**src/rtl/count_stop_gen_pkg.sv**
```systemverilog
// count_stop_gen_pkg: shared widths, saturation value and FSM state type
package count_stop_gen_pkg;
  localparam int CNT_W_D = 5;
  localparam int ERR_W_D = 8;
  localparam int ERR_MAX_D = 2 ** ERR_W_D - 1;
  typedef enum logic [1:0] {IDLE, START, RUN, CAPTURE} state_t;
endpackage

```
**src/rtl/count_stop_gen_if.sv**
```systemverilog
// count_stop_gen_if: control/counter-facing signals of the measurement initiator
interface count_stop_gen_if
  import count_stop_gen_pkg::*;
#(
  parameter int CNT_W = CNT_W_D,
  parameter int ERR_W = ERR_W_D
);
  logic             start_req;
  logic [CNT_W-1:0] win_len;
  logic [CNT_W-1:0] count_global;
  logic             srdyi_counter;
  logic             clk_stop;
  logic             busy;
  logic             done;
  logic [CNT_W-1:0] count_capt;
  logic             match;
  logic             len_err;
  logic [ERR_W-1:0] mismatch_cnt;
  modport master (
    output start_req, win_len, count_global,
    input  srdyi_counter, clk_stop, busy, done, count_capt, match, len_err, mismatch_cnt
  );
  modport slave (
    input  start_req, win_len, count_global,
    output srdyi_counter, clk_stop, busy, done, count_capt, match, len_err, mismatch_cnt
  );
endinterface

```
**src/rtl/count_stop_gen_sat_counter.sv**
```systemverilog
// sat_counter: increment-by-one counter that sticks at its all-ones value
module sat_counter
  import count_stop_gen_pkg::*;
#(
  parameter int W = ERR_W_D
) (
  input  logic         clk,
  input  logic         rst_n,
  input  logic         inc,
  output logic [W-1:0] cnt
);
  localparam logic [W-1:0] MAX = '1;
  // count up on inc, hold once saturated
  always_ff @(posedge clk or negedge rst_n)
    if (!rst_n) cnt <= '0;
    else if (inc && cnt != MAX) cnt <= cnt + W'(1);
endmodule

```
**src/rtl/count_stop_gen.sv**
```systemverilog
// count_stop_gen: issues start/stop strobes to the global counter and checks its result
module count_stop_gen
  import count_stop_gen_pkg::*;
#(
  parameter int CNT_W = CNT_W_D,
  parameter int ERR_W = ERR_W_D
) (
  input logic             clk,
  input logic             GlobalReset_n,
  count_stop_gen_if.slave bus
);
  state_t           state;
  logic [CNT_W-1:0] len;
  logic [CNT_W-1:0] cyc;
  logic             bad;
  assign bad = state == CAPTURE && bus.count_global != len;
  // window FSM: cyc holds the index of the current window cycle, all strobes registered
  always_ff @(posedge clk or negedge GlobalReset_n)
    if (!GlobalReset_n) begin
      state             <= IDLE;
      len               <= '0;
      cyc               <= '0;
      bus.srdyi_counter <= 1'b0;
      bus.clk_stop      <= 1'b0;
      bus.busy          <= 1'b0;
      bus.done          <= 1'b0;
      bus.len_err       <= 1'b0;
      bus.count_capt    <= '0;
      bus.match         <= 1'b0;
    end else begin
      bus.srdyi_counter <= 1'b0;
      bus.clk_stop      <= 1'b0;
      bus.done          <= 1'b0;
      bus.len_err       <= 1'b0;
      case (state)
        IDLE:
          if (bus.start_req) begin
            if (bus.win_len == '0) bus.len_err <= 1'b1;
            else begin
              len               <= bus.win_len;
              cyc               <= '0;
              state             <= START;
              bus.srdyi_counter <= 1'b1;
              bus.clk_stop      <= bus.win_len == CNT_W'(1);
              bus.busy          <= 1'b1;
            end
          end
        START, RUN: begin
          cyc          <= cyc + CNT_W'(1);
          bus.clk_stop <= cyc + CNT_W'(1) == len - CNT_W'(1);
          state        <= cyc == len - CNT_W'(1) ? CAPTURE : RUN;
        end
        CAPTURE: begin
          bus.count_capt <= bus.count_global;
          bus.match      <= bus.count_global == len;
          bus.done       <= 1'b1;
          bus.busy       <= 1'b0;
          state          <= IDLE;
        end
        default: state <= IDLE;
      endcase
    end
  sat_counter #(.W(ERR_W)) u_mis (
    .clk  (clk),
    .rst_n(GlobalReset_n),
    .inc  (bad),
    .cnt  (bus.mismatch_cnt)
  );
endmodule

```
**src/flat_wrapper.sv**
```systemverilog
// flat-port wrapper written by rule: the top's interface ports become plain ports
module count_stop_gen_flat import count_stop_gen_pkg::*;
#(
  parameter int CNT_W = CNT_W_D,
  parameter int ERR_W = ERR_W_D
)
  (clk, GlobalReset_n, bus_start_req, bus_win_len, bus_count_global, bus_srdyi_counter, bus_clk_stop, bus_busy, bus_done, bus_count_capt, bus_match, bus_len_err, bus_mismatch_cnt);
  count_stop_gen_if #(.CNT_W(CNT_W), .ERR_W(ERR_W)) bus_i ();
  input logic clk;
  input logic GlobalReset_n;
  input wire logic [$bits(bus_i.start_req)-1:0] bus_start_req;
  input wire logic [$bits(bus_i.win_len)-1:0] bus_win_len;
  input wire logic [$bits(bus_i.count_global)-1:0] bus_count_global;
  output wire logic [$bits(bus_i.srdyi_counter)-1:0] bus_srdyi_counter;
  output wire logic [$bits(bus_i.clk_stop)-1:0] bus_clk_stop;
  output wire logic [$bits(bus_i.busy)-1:0] bus_busy;
  output wire logic [$bits(bus_i.done)-1:0] bus_done;
  output wire logic [$bits(bus_i.count_capt)-1:0] bus_count_capt;
  output wire logic [$bits(bus_i.match)-1:0] bus_match;
  output wire logic [$bits(bus_i.len_err)-1:0] bus_len_err;
  output wire logic [$bits(bus_i.mismatch_cnt)-1:0] bus_mismatch_cnt;
  assign bus_i.start_req = bus_start_req;
  assign bus_i.win_len = bus_win_len;
  assign bus_i.count_global = bus_count_global;
  assign bus_srdyi_counter = bus_i.srdyi_counter;
  assign bus_clk_stop = bus_i.clk_stop;
  assign bus_busy = bus_i.busy;
  assign bus_done = bus_i.done;
  assign bus_count_capt = bus_i.count_capt;
  assign bus_match = bus_i.match;
  assign bus_len_err = bus_i.len_err;
  assign bus_mismatch_cnt = bus_i.mismatch_cnt;
  count_stop_gen #(.CNT_W(CNT_W), .ERR_W(ERR_W)) u_core (.clk(clk), .GlobalReset_n(GlobalReset_n), .bus(bus_i));
endmodule
```
**config.mk**
```make
export PLATFORM = sky130hd
export DESIGN_NAME = count_stop_gen_flat
export DESIGN_NICKNAME = d
export VERILOG_FILES = /design/src/rtl/count_stop_gen_pkg.sv /design/src/rtl/count_stop_gen_if.sv /design/src/rtl/count_stop_gen_sat_counter.sv /design/src/rtl/count_stop_gen.sv /design/src/flat_wrapper.sv
export SDC_FILE = /design/constraint.sdc
export NUM_CORES = 1
export LEC_CHECK = 0
export CAP_MARGIN = 15
export CORE_ASPECT_RATIO = 0.6
export CORE_UTILIZATION = 25
export DETAILED_ROUTE_END_ITERATION = 8
export SYNTH_ARGS = -nofsm -noshare
export SYNTH_HDL_FRONTEND = slang
export SYNTH_HIERARCHICAL = 1
export SYNTH_SLANG_ARGS = --single-unit
export TNS_END_PERCENT = 50
```
**constraint.sdc**
```tcl
create_clock -name clk -period 3 [get_ports clk]
set_clock_uncertainty 0.05 [all_clocks]
set_input_delay 0.3 -clock clk [delete_from_list [all_inputs] [get_ports clk]]
set_output_delay 0.3 -clock clk [all_outputs]
set_load 0.01 [all_outputs]
```
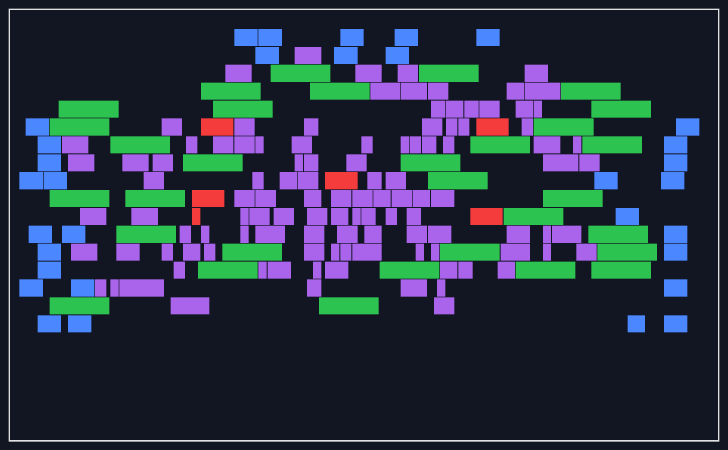
Run 1: placed cells, one color a class
[sequential cells] green | cells: 31
[clock drivers and dummy loads] red | cells: 6
[remaining buffers and delay cells] blue | cells: 32
[combinational and other logic] purple | cells: 112

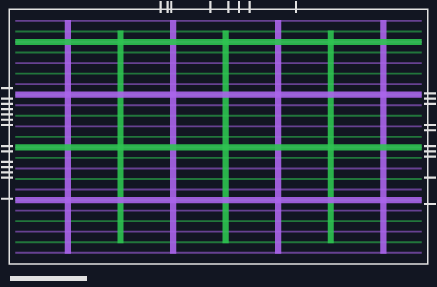
Run 1: power grid
The bar under the picture is 20 um long. Pins as bars on the die edge.
[VSS] purple
[VDD] green
rows: 22
met5 straps: 4

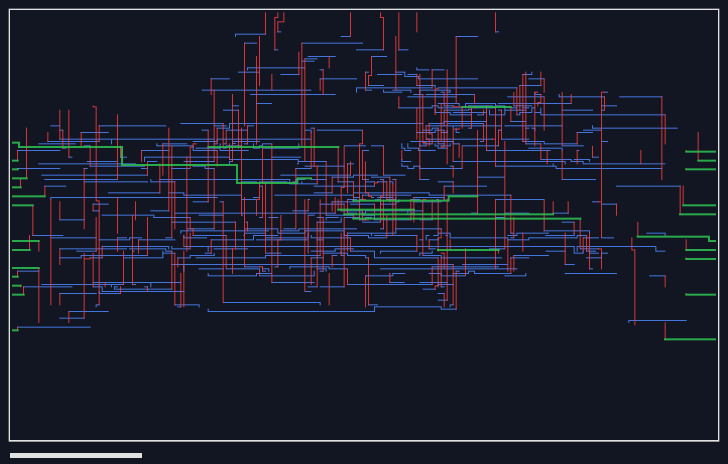
Run 1: wiring by layer
The bar under the picture is 20 um long.
[metal 1] blue | wire length: 2040 um
[metal 2] red | wire length: 1300 um
[metal 3] green | wire length: 267 um
DR vias: 1240
GRT Overall Usage: 11.3%
Post-Route WL: 3.61 mm
WL/cell: 13.6 um

==> flow_metrics.tcl, run 1 <==
# place-and-route summary
set metrics [dict create \
    htreeDepth 2 \
    ys_types 48 \
    p_per_area_nw_per_um2 1050 \
    r2r-end "u_core/u_mis/cnt[5]" \
    drtIter0Drc 53 \
    syn2layout_area_growth_pct 28.6 \
    antenna_found_initial 0 \
    synth.cell_area_um2 1670 \
    gp_congestion 0.759 \
    leakage_nw 0.877 \
    whs_ps 379 \
    grt_max_degree 32 \
    crit_type "reg -> reg" \
    worstHoldPathType "in -> async" \
    ff2ff_setup_slack_ps 940 \
    num_rows 22 \
    crit_arrival_ps 2170 \
    cts_sinks 31 \
    layout.nets 200 \
    stdcell_area_um2 2150 \
    outcome "completed" \
    cts_buffer_depth 2 \
    fmax_ghz 0.486 \
    tritoncts "done" \
    postRouteAntennaNets 0 \
    post-route-min-period_ps 2060 \
    drt-pass1-iter-count 4 \
    final_cell_mix "31 x clkdlybuf4s50_1, 31 x dfrtp_1, 11 x xnor2_1" \
    synth_nets 165 \
]
[run 1: Yosys cell counts, types with 2 or more instances]
library cell / n
xnor2_1: 11
a41oi_1: 3
o21ai_0: 3
nand3_1: 7
dfrtp_1: 31
nor2_1: 4
o211ai_1: 2
xor2_1: 9
nand2_1: 6
a21oi_1: 2
ha_1: 5
a221o_1: 2
nor3b_1: 3
mux2i_1: 3
mux2_2: 8
clkbuf_1: 3
a31oi_1: 3
nand4_1: 2
nor2b_1: 2
nor3_1: 3
inv_1: 8
[run 1: routing by layer]
metal	routed length, um	global-route usage, %
met3	267	3.67
met1	2040	18.2
met5	0	0
met4	0	2.05
met2	1300	14.0
[run 1: state kept, by name, summed over array words and instances, names as in the netlist, 2 cells and up]
signal	flops
u_core/u_mis/cnt	8
u_core/bus.count_capt	5
u_core/cyc	5
u_core/len	5
u_core/state	2
[run 1: stage by stage]
stage / worst slack (ps) / cells / power, mW / util [%]
floorplan: 1140 / 147 / 1.57 / -
global placement: 751 / 259 / 1.95 / 33.2
finish: 941 / 265 / 2.25 / 34.3
CTS: 933 / 265 / 2.27 / 34.3
global route: 852 / 265 / 2.44 / 34.3
detailed placement: 744 / 259 / 1.97 / 33.2
[run 1: worst max-delay path by stage]
| stage | from | end | slack [ps] | depth (start not counted) |
|---|---|---|---|---|
| 2_1_floorplan | u_core/len[2] | u_core/u_mis/cnt[5] | 1140 | 7 |
| 3_3_place_gp | bus_count_global[0] | u_core/u_mis/cnt[5] | 750 | 7 |
| 3_5_place_dp | bus_count_global[0] | u_core/u_mis/cnt[5] | 740 | 7 |
| 4_1_cts | u_core/state[1] | u_core/u_mis/cnt[5] | 930 | 5 |
| 5_1_grt | u_core/state[1] | u_core/u_mis/cnt[5] | 850 | 5 |
| 6_report | u_core/state[0] | u_core/u_mis/cnt[5] | 940 | 5 |
[run 1: kinds of logic after synthesis]
logic type / share of synthesized area, %
fa+ha+maj: 3.74
simple gates: 13.2
xor+xnor: 10.5
buf+inv: 2.77
mux: 8.74
compound gates: 14.7
flops: 46.3
[run 1: worst max-delay path, cell delays in order (launching register included)]
cell	delay, ps
dfrtp_1	350
ha_1	490
o31a_1	360
and4_4	300
nand3_2	80
mux2_4	300
[run 1: power by group through the flow]
| stage | Clock [mW] | Combinational (mW) | Sequential (mW) |
|---|---|---|---|
| after global routing | 0.325 | 1.30 | 0.813 |
| after global placement | 0 | 1.16 | 0.790 |
| after CTS | 0.304 | 1.18 | 0.784 |
| after detailed placement | 0 | 1.18 | 0.789 |
| final | 0.291 | 1.18 | 0.781 |
| after floorplan | 0 | 0.789 | 0.777 |
[run 1: final cells by class]
type	instances	area, um2
Tap cell	84	105
Sequential cell	31	776
Fill cell	658	4120
Inverter	8	30.0
Timing Repair Buffer	32	318
Multi-Input combinational cell	104	852
Clock buffer	6	72.6
Run 1, clock wires, drivers and flops:
The bar under the picture is 20 um long.
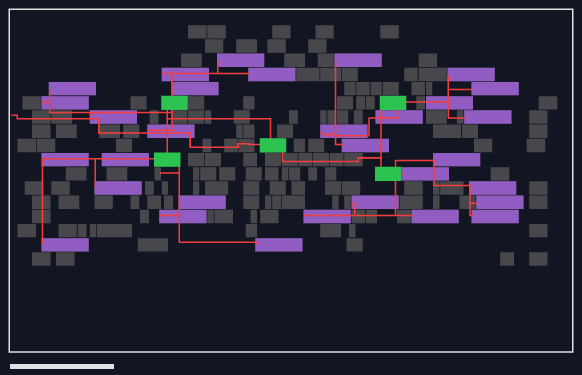

==> run 2, diff against run 1 <==
==> constraint.sdc (replaced) <==
create_clock -name clk -period 2.1 [get_ports clk]
set_clock_uncertainty 0.05 [all_clocks]
set_input_delay 0.21 -clock clk [delete_from_list [all_inputs] [get_ports clk]]
set_output_delay 0.21 -clock clk [all_outputs]
set_load 0.01 [all_outputs]
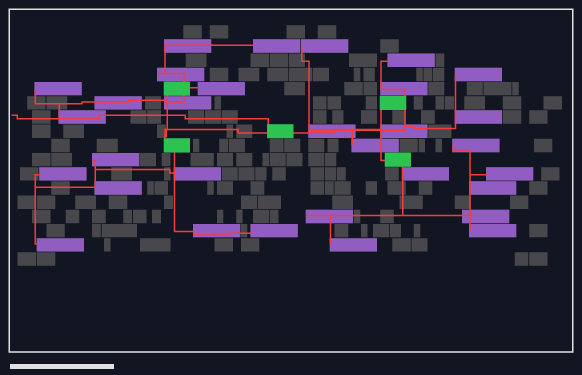
Run 2: clock wires, drivers and flops
The bar under the picture is 20 um long.
[flip-flops] purple | count: 31
[clock drivers] green | count: 5
[clock wires] red | length: 421 um
routed clock nets: 6

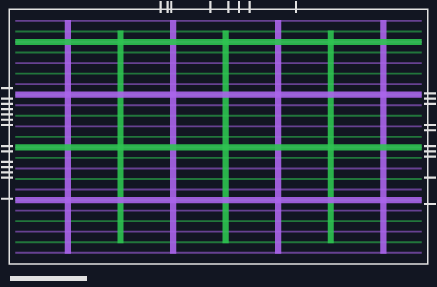
Run 2: power grid
The bar under the picture is 20 um long. Pins as bars on the die edge.
[VDD] green
[VSS] purple
met1 rails: 23
signal pins: 32
met5 straps: 4
rows: 22
chip width: 108 um
Peak VDD IR: 0.544 mV

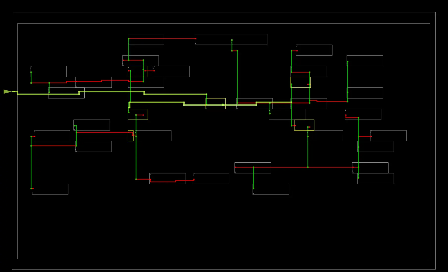
Run 2: clock wiring as the flow saved it
Clock net power: 0.416 mW
clk_buf instances: 6
Sink Count: 31
flop count: 31
TritonCTS Buffers: 5

==> run 2 against run 1 <==
Clock-buffer cell count unchanged. Fmax up 7.5%. Global-route usage up 1.2 points. Flip-flop count unchanged. Wire length up 7.6%. Sequential power up 42%. Clock power up 43%. Via count up 3.7%. Design area up 2.8%. Total power up 48%. Synthesized area unchanged. Final cell count up 3.0%. Largest cell class unchanged.
==> flow_metrics.tcl, run 2 <==
# place-and-route summary
set metrics [dict create \
    crit_arrival_ps 2000 \
    antenna_found_initial 0 \
    wl_met1_mm 2.27 \
    leakage_nw 0.915 \
    netlist_top_cells_count "31 x dfrtp_1, 11 x xnor2_1, 9 x xor2_1" \
    io_pins 32 \
    htreeDepth 2 \
    outcome "completed" \
    drt-pass1-iter-count 4 \
    synth.cell_area_um2 1670 \
    fin_util_pct 35.3 \
    fmax_ghz 0.522 \
    r2r-end "u_core/bus.clk_stop" \
    layout.nets 208 \
    synth_nets 165 \
    ys_types 48 \
    power_mw 3.33 \
    flop_cell "dfrtp_1" \
    tritoncts "done" \
    wl_mm 3.88 \
    top_cell "dfrtp_1" \
    crit_type "reg -> reg" \
    post-route-min-period_ps 1920 \
    io_buffers 31 \
    vias 1286 \
    top_layer_used "met3" \
    insertion_delay_ps 270 \
    p_per_area_nw_per_um2 1500 \
    whs_ps 289 \
    largest_reg_flops 8 \
    track_usage_pct 12.6 \
    postRouteAntennaNets 0 \
    drtIter0Drc 56 \
    worstHoldPathType "in -> async" \
    dp_slack_ps 8.63 \
    gp_congestion 0.819 \
    clockPowerShare_pct 12.5 \
    final_cell_mix "31 x clkdlybuf4s50_1, 31 x dfrtp_1, 11 x xnor2_1" \
    cts_buffer_depth 2 \
    syn2layout_area_growth_pct 32.2 \
    postCtsSetupBuffers 0 \
    top_register "u_core/u_mis/cnt" \
    num_rows 22 \
    grt_max_degree 32 \
    wl_met2_mm 1.38 \
    routedWlPerCell_um 14.2 \
    routed-wl-met3_um 232 \
]
## run 2: cell counts after synthesis
Identical to the previous run, type by type.
## run 2: power by group through the flow
| stage | Combinational [mW] | Clock, mW | Sequential (mW) |
|---|---|---|---|
| global route | 1.99 | 0.463 | 1.15 |
| floorplan | 1.13 | 0 | 1.11 |
| CTS | 1.81 | 0.436 | 1.11 |
| global placement | 1.78 | 0 | 1.12 |
| detailed placement | 1.81 | 0 | 1.11 |
| finish | 1.80 | 0.416 | 1.11 |
## run 2: stage by stage
stage	cells	setup TNS, ps	area (um2)
CTS	273	0	2210
global route	273	0	2210
finish	273	0	2210
detailed placement	267	0	2140
global placement	267	-76.4	2140
floorplan	147	0	1670
## run 2: final cells by class
type,instances,area [um2]
Multi-Input combinational cell,104,852
Timing Repair Buffer,40,378
Sequential cell,31,776
Inverter,8,30.0
Clock buffer,6,72.6
Tap cell,84,105
Fill cell,643,4060
## run 2: critical path: stages (launching register included)
cell and delay (ps):
dfrtp_1 430, inv_1 100, ha_1 240, nor3b_1 280, xor2_1 230, a31oi_1 120
o31ai_1 340
## run 2: per-layer routing
layer  GRT usage [%]  vias to the layer above
met5               0                        -
met4            1.54                        0
met3            3.87                        0
met2            15.9                       45
met1            20.3                      619
li1                -                      622
## run 2: cell families after synthesis
group                    count (synthesis)  synth area share, %
multiplexers                            13                 8.74
flip-flops                              31                 46.3
XOR/XNOR                                20                 10.5
buffers and inverters                   12                 2.77
AND-OR/OR-AND                           29                 14.7
adder cells (fa/ha/maj)                  5                 3.74
AND/OR/NAND/NOR                         37                 13.2
## run 2: worst max path at each step
stage / start / endpoint / slack, ps / depth (start not counted)
6_report: u_core/len[0] / u_core/bus.clk_stop / 180 / 6
4_1_cts: u_core/len[0] / u_core/bus.clk_stop / 210 / 6
5_1_grt: u_core/len[0] / u_core/bus.clk_stop / 90 / 6
2_1_floorplan: u_core/len[2] / u_core/u_mis/cnt[5] / 240 / 7
3_5_place_dp: bus_count_global[0] / u_core/u_mis/cnt[5] / 9 / 7
3_3_place_gp: bus_count_global[0] / u_core/u_mis/cnt[5] / -40 / 7
==> run 3, diff against run 2 <==
--- a/config.mk
+++ b/config.mk
@@ -5,6 +5,7 @@
 export SDC_FILE = /design/constraint.sdc
 export NUM_CORES = 1
 export LEC_CHECK = 0
+export ABC_CLOCK_PERIOD_IN_PS = 2100
 export CAP_MARGIN = 15
 export CORE_ASPECT_RATIO = 0.6
 export CORE_UTILIZATION = 25
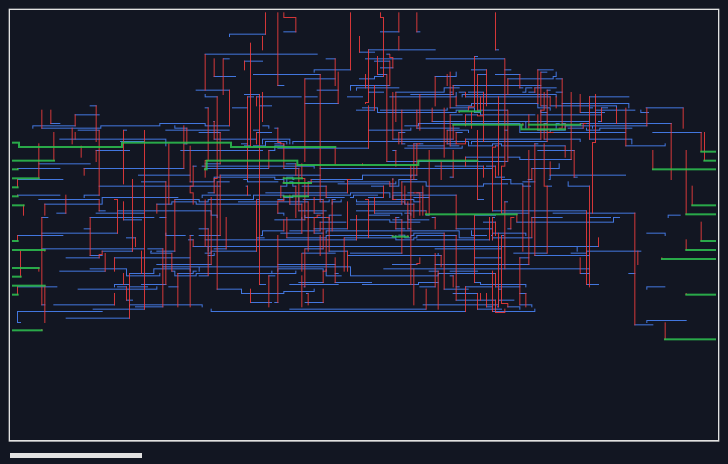
Run 3: wiring by layer
The bar under the picture is 20 um long.
[metal 2] red | wire length: 1380 um
[metal 1] blue | wire length: 2270 um
[metal 3] green | wire length: 232 um

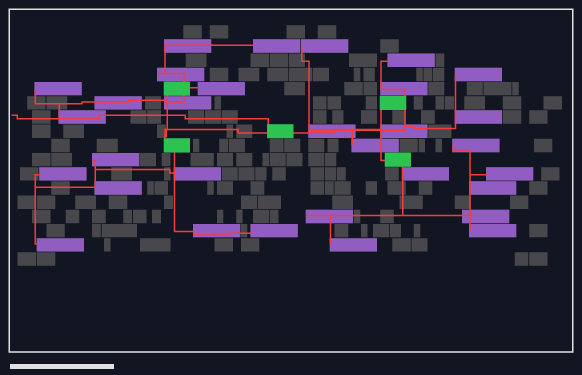
Run 3: clock wires, drivers and flops
The bar under the picture is 20 um long.
[flip-flops] purple | count: 31
[clock wires] red | length: 421 um
[clock drivers] green | count: 5
routed clock nets: 6

==> run 3 against run 2 <==
Sequential share of layout area is the same. Clock power about the same. Core utilization is the same. Fmax stayed put. Largest cell class unchanged.
==> flow_metrics.tcl, run 3 <==
# place-and-route summary
set metrics [dict create \
    dieWidth_um 108 \
    netlist_top_cells_count "31 x dfrtp_1, 11 x xnor2_1, 9 x xor2_1" \
    clockPowerShare_pct 12.5 \
    wl_mm 3.88 \
    ys_types 48 \
    track_usage_pct 12.6 \
    stdcell_area_um2 2210 \
    xor_share_pct 10.5 \
    r2r-end "u_core/bus.clk_stop" \
    adder_share_pct 3.74 \
    numCtsBuffers 5 \
    worstHoldPathType "in -> async" \
    fin_setup_tns_ps 0 \
    num_rows 22 \
    flop_cell "dfrtp_1" \
    post-route-min-period_ps 1920 \
    fmax_ghz 0.522 \
    register_area_um2 776 \
    syn2layout_area_growth_pct 32.2 \
    top_register "u_core/u_mis/cnt" \
    outcome "completed" \
    antenna_found_initial 0 \
    largest_reg_flops 8 \
    yosys.area_share.aoi_pct 14.7 \
    postCtsSetupBuffers 0 \
    drt-pass1-iter-count 4 \
    synth_nets 165 \
    leakage_nw 0.915 \
    gp_congestion 0.819 \
    top_cell "dfrtp_1" \
    crit_arrival_ps 2000 \
    routedWlPerCell_um 14.2 \
    logic_area_um2 852 \
    yosys-mux-area-fraction_pct 8.74 \
    power_mw 3.33 \
    io_buffers 31 \
    vias 1286 \
    nFillCells 643 \
    ir_drop_mv 0.544 \
    synth.cell_area_um2 1670 \
    ys_sh_simple_pct 13.2 \
    drtIter0Drc 56 \
    place_area_um2 2140 \
]
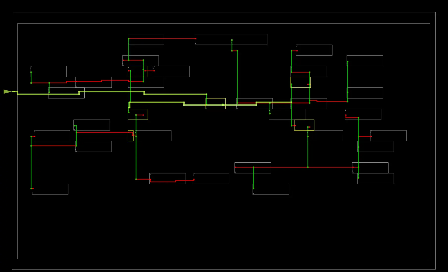
Run 3: clock wiring as the flow saved it
clk ins delay skew pair: 270 ps

run 3: through the flow:
| step | utilization [%] | hold WS [ps] | cells | worst slack [ps] |
|---|---|---|---|---|
| after floorplan | - | -136 | 147 | 242 |
| after global placement | 34.1 | 437 | 267 | -43.9 |
| after detailed placement | 34.1 | 425 | 267 | 8.63 |
| after CTS | 35.3 | 305 | 273 | 214 |
| after global routing | 35.3 | 320 | 273 | 90.2 |
| final | 35.3 | 289 | 273 | 185 |
run 3: cells by family (layout without fill, tap and decap cells):
| family | count (synthesis) | after routing |
|---|---|---|
| compound gates | 29 | 29 |
| xor+xnor | 20 | 20 |
| fa+ha+maj | 5 | 5 |
| buf+inv | 12 | 54 |
| flops | 31 | 31 |
| mux | 13 | 13 |
| simple gates | 37 | 37 |
run 3: layout make-up:
type / instances / area share, %
inverter: 8 / 1.36
clock buffer: 6 / 3.28
timing repair buffer: 40 / 17.1
multi-input combinational: 104 / 38.5
sequential: 31 / 35.0
tap: 84 / 4.75
run 3: worst max-delay path by stage:
| stage | from | end | slack, ps | cells after the start |
|---|---|---|---|---|
| 4_1_cts | u_core/len[0] | u_core/bus.clk_stop | 210 | 6 |
| 5_1_grt | u_core/len[0] | u_core/bus.clk_stop | 90 | 6 |
| 2_1_floorplan | u_core/len[2] | u_core/u_mis/cnt[5] | 240 | 7 |
| 6_report | u_core/len[0] | u_core/bus.clk_stop | 180 | 6 |
| 3_5_place_dp | bus_count_global[0] | u_core/u_mis/cnt[5] | 9 | 7 |
| 3_3_place_gp | bus_count_global[0] | u_core/u_mis/cnt[5] | -40 | 7 |
run 3: power groups by stage:
stage	registers, mW	logic [mW]	clock network [mW]
after floorplan	1.11	1.13	0
after global placement	1.12	1.78	0
after detailed placement	1.11	1.81	0
after CTS	1.11	1.81	0.436
after global routing	1.15	1.99	0.463
final	1.11	1.80	0.416
run 3: routing by layer:
metal,vias to the layer above,track usage (%),wire length (um)
met5,-,0,0
met4,0,1.54,0
met3,0,3.87,232
met2,45,15.9,1380
met1,619,20.3,2270
li1,622,-,-
run 3: worst max-delay path, cell delays in order, from the launching register on:
cell and delay (ps):
dfrtp_1 430, inv_1 100, ha_1 240, nor3b_1 280, xor2_1 230, a31oi_1 120, o31ai_1 340
Power and IR drop assume default switching activity.
